==> config.mk <==
export PLATFORM = sky130hd
export DESIGN_NAME = ivar_select_bank
export DESIGN_NICKNAME = d
export VERILOG_FILES = /design/src/rtl/ivar_sel_pkg.sv /design/src/rtl/ivar_mux_ch.sv /design/src/rtl/ivar_select_bank.sv
export SDC_FILE = /design/constraint.sdc
export NUM_CORES = 1
export LEC_CHECK = 0
export ABC_AREA = 1
export ABC_CLOCK_PERIOD_IN_PS = 5190
export CORE_MARGIN = 10
export CORE_UTILIZATION = 30
export DETAILED_ROUTE_END_ITERATION = 10
export SYNTH_ARGS = -nofsm -noshare
export SYNTH_HDL_FRONTEND = slang
export SYNTH_SLANG_ARGS = --single-unit
==> constraint.sdc <==
create_clock -name clk -period 5.19 [get_ports clk]
set_clock_uncertainty 0.1 [all_clocks]
set_input_delay 0.519 -clock clk [delete_from_list [all_inputs] [get_ports clk]]
set_output_delay 0.519 -clock clk [all_outputs]
set_load 0.01 [all_outputs]
Fig. 1: cell classes on the final placement
Fill, decap, tap and diode cells in grey.
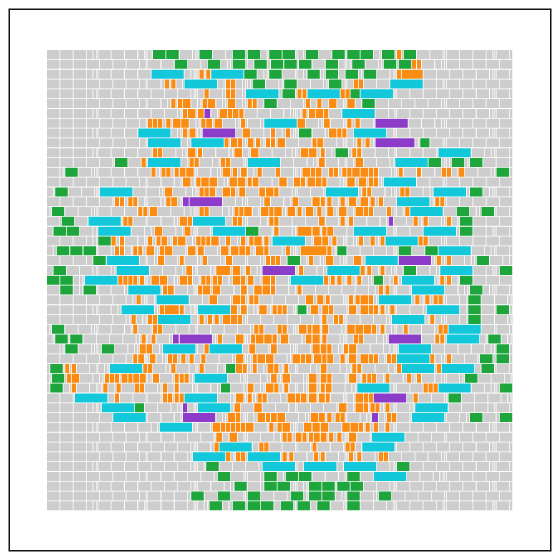
colour	class	cells	share of their area
cyan	flip-flops	78	32%
purple	clock drivers and dummy loads	16	4.6%
orange	all other logic	582	43%
green	other buffers and delay cells	133	21%
Final Instance Area: 6470 sq um
Core Region: 16500 sq um
Post-Route Utilization: 39.2%

Fig. 2: signal wires by layer
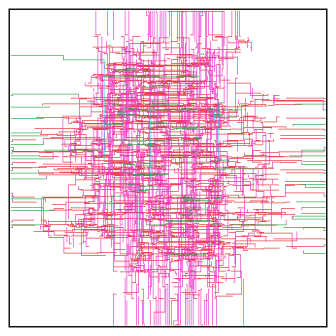
colour	layer	wire length
green	met3	1390 um
magenta	met2	8350 um
cyan	met4	286 um
red	met1	8570 um
routed length per placed instance: 18.1 um
final wirelength: 18600 um
global router's overall resource usage: 16.2%

==> Flow_metrics.wiki <==
== Run summary ==
{| class="wikitable"
! Metric !! Value
|-
| Class of the tightest hold or removal check || primary input to asynchronous set/reset pin
|-
| Psw || 0.863 mW
|-
| Dominant cell type by count on the critical path || sky130_fd_sc_hd__nor2_1
|-
| Count of input and output buffers || 125
|-
| Die span in y || 150 um
|-
| Post CTS Setup Buffer Count || 0
|-
| Number of clock-tree buffers in the layout || 11
|-
| Outcome || finished clean
|-
| Post-detailed-placement cell area || 6190 sq um
|-
| First-pass GRT wire length || approximately 29000 um
|-
| Total sequential power || 0.872 mW
|-
| Req. time, crit path || between 5000 and 6000 ps
|-
| CTS buffer count || 9
|-
| Warning count from the yosys run || 0
|-
| Clk tree area frac || 4.37%
|-
| Number of cells on the worst reg-to-reg path || 5
|-
| Initial antenna violation count || 0
|-
| PostCTS Resize Cnt || 0
|-
| Chip width || 150 um
|-
| Area of the multi-input gates || about 2600 sq um
|-
| Smallest hold slack || approximately 350 ps
|-
| Worst-skew pair later-pin latency || 340 ps
|-
| Register Area || 1950 sq um
|-
| Hold buffers post-CTS || 0
|-
| Share of total power consumed by net switching || between 30% and 40%
|-
| Number of buffer and inverter instances along the worst setup path || 3
|-
| Post-route DRC || 0
|-
| Comb/total area || 40.0%
|-
| Power Dens Cells || around 350 nW/um^2
|-
| Largest delay contributor family on the critical path || buffers and inverters
|-
| Global-route met2 utilization || 24.5%
|-
| Wire length on met2 || 8350 um
|-
| Critical-path top delay cell || sky130_fd_sc_hd__a21oi_4
|-
| Clock-pin transition on the worst setup and hold timing paths || roughly 60 ps
|-
| Fraction of synthesized area in multiplexers || 0%
|-
| Top contributor to total power || sequential cells
|-
| Floorplan utilization || a little under a third
|-
| Relative slew margins || 40.3%
|-
| DRC violation total after the first TritonRoute iteration || just over 600
|-
| Worst-path fanout max || 39
|-
| Clock tree from TritonCTS || built
|-
| Post-synth ARST share || 100%
|-
| Number of standard cells reported by yosys || 722
|-
| Fraction of power consumed by sequential logic || 38.4%
|-
| Number of stages on the worst setup path || 7
|-
| Worst path arrival time || about 2600 ps
|-
| Total inserted antenna cells || 0
|-
| Met1 Resource Use GR || 22.6%
|-
| Logic family by area || simple AND/OR/NAND/NOR gates
|-
| Global-route layer with the greatest usage || met2
|-
| Top logic cells by instance count in the layout || sky130_fd_sc_hd__nor2_1 (192), sky130_fd_sc_hd__nand2_1 (168), sky130_fd_sc_hd__nand4_1 (128), sky130_fd_sc_hd__clkdlybuf4s50_1 (125), sky130_fd_sc_hd__dfrtp_1 (78)
|-
| Reported clock group power || 0.619 mW
|-
| Number of H-tree levels || 3
|-
| Critical path capture point type || register
|-
| Vias per inst || just over 5
|-
| PnR Total Power || roughly 2.3 mW
|-
| Least-Margin Pin Slew || between 800 and 900 ps
|-
| Count of distinct cell types in the synthesized netlist || 15
|-
| Maximum capacitance violations || 0
|-
| Final RePlAce weighted congestion || 0.866
|-
| Number of nets in the layout || about 860
|-
| Ao+oa area frac || less than 1%
|-
| Most frequent logic cell in the layout || sky130_fd_sc_hd__nor2_1
|-
| I/O pin count || 126
|-
| Synth top area cells || sky130_fd_sc_hd__dfrtp_1 (39%), sky130_fd_sc_hd__nand4_1 (16%), sky130_fd_sc_hd__nor2_1 (14%)
|-
| Crit path kind || primary input to register
|-
| Sum of overflow across all layers after global routing || 0
|-
| Area growth from synthesis to final layout || 28.2%
|-
| Standby leakage power || 2.89 nW
|-
| Sequential fraction of the synthesis area || 38.7%
|-
| Via count of the first global-routing pass || 4849
|-
| Fillers || 1751
|-
| Final instance count without filler cells || 1029
|-
| Pin count of the biggest net entering global routing || 64
|-
| Internal reg-to-reg setup slack || 2980 ps
|-
| Final-layout setup total negative slack || 0 ps
|-
| Commonest flop || sky130_fd_sc_hd__dfrtp_1
|-
| Share of post-route cells with drive strength above 1 || 4.57%
|-
| Power in combinational cells || 0.782 mW
|-
| Maximum frequency from static timing analysis || ~400 MHz
|-
| Cell internal power dissipation || 1.41 mW
|-
| Buffers outside the clock class || 133
|-
| Synthesized instance count || 722
|-
| DR top layer || met4
|-
| Die Outline Area || 22400 sq um
|}
Power is estimated from default activity; no workload was simulated.
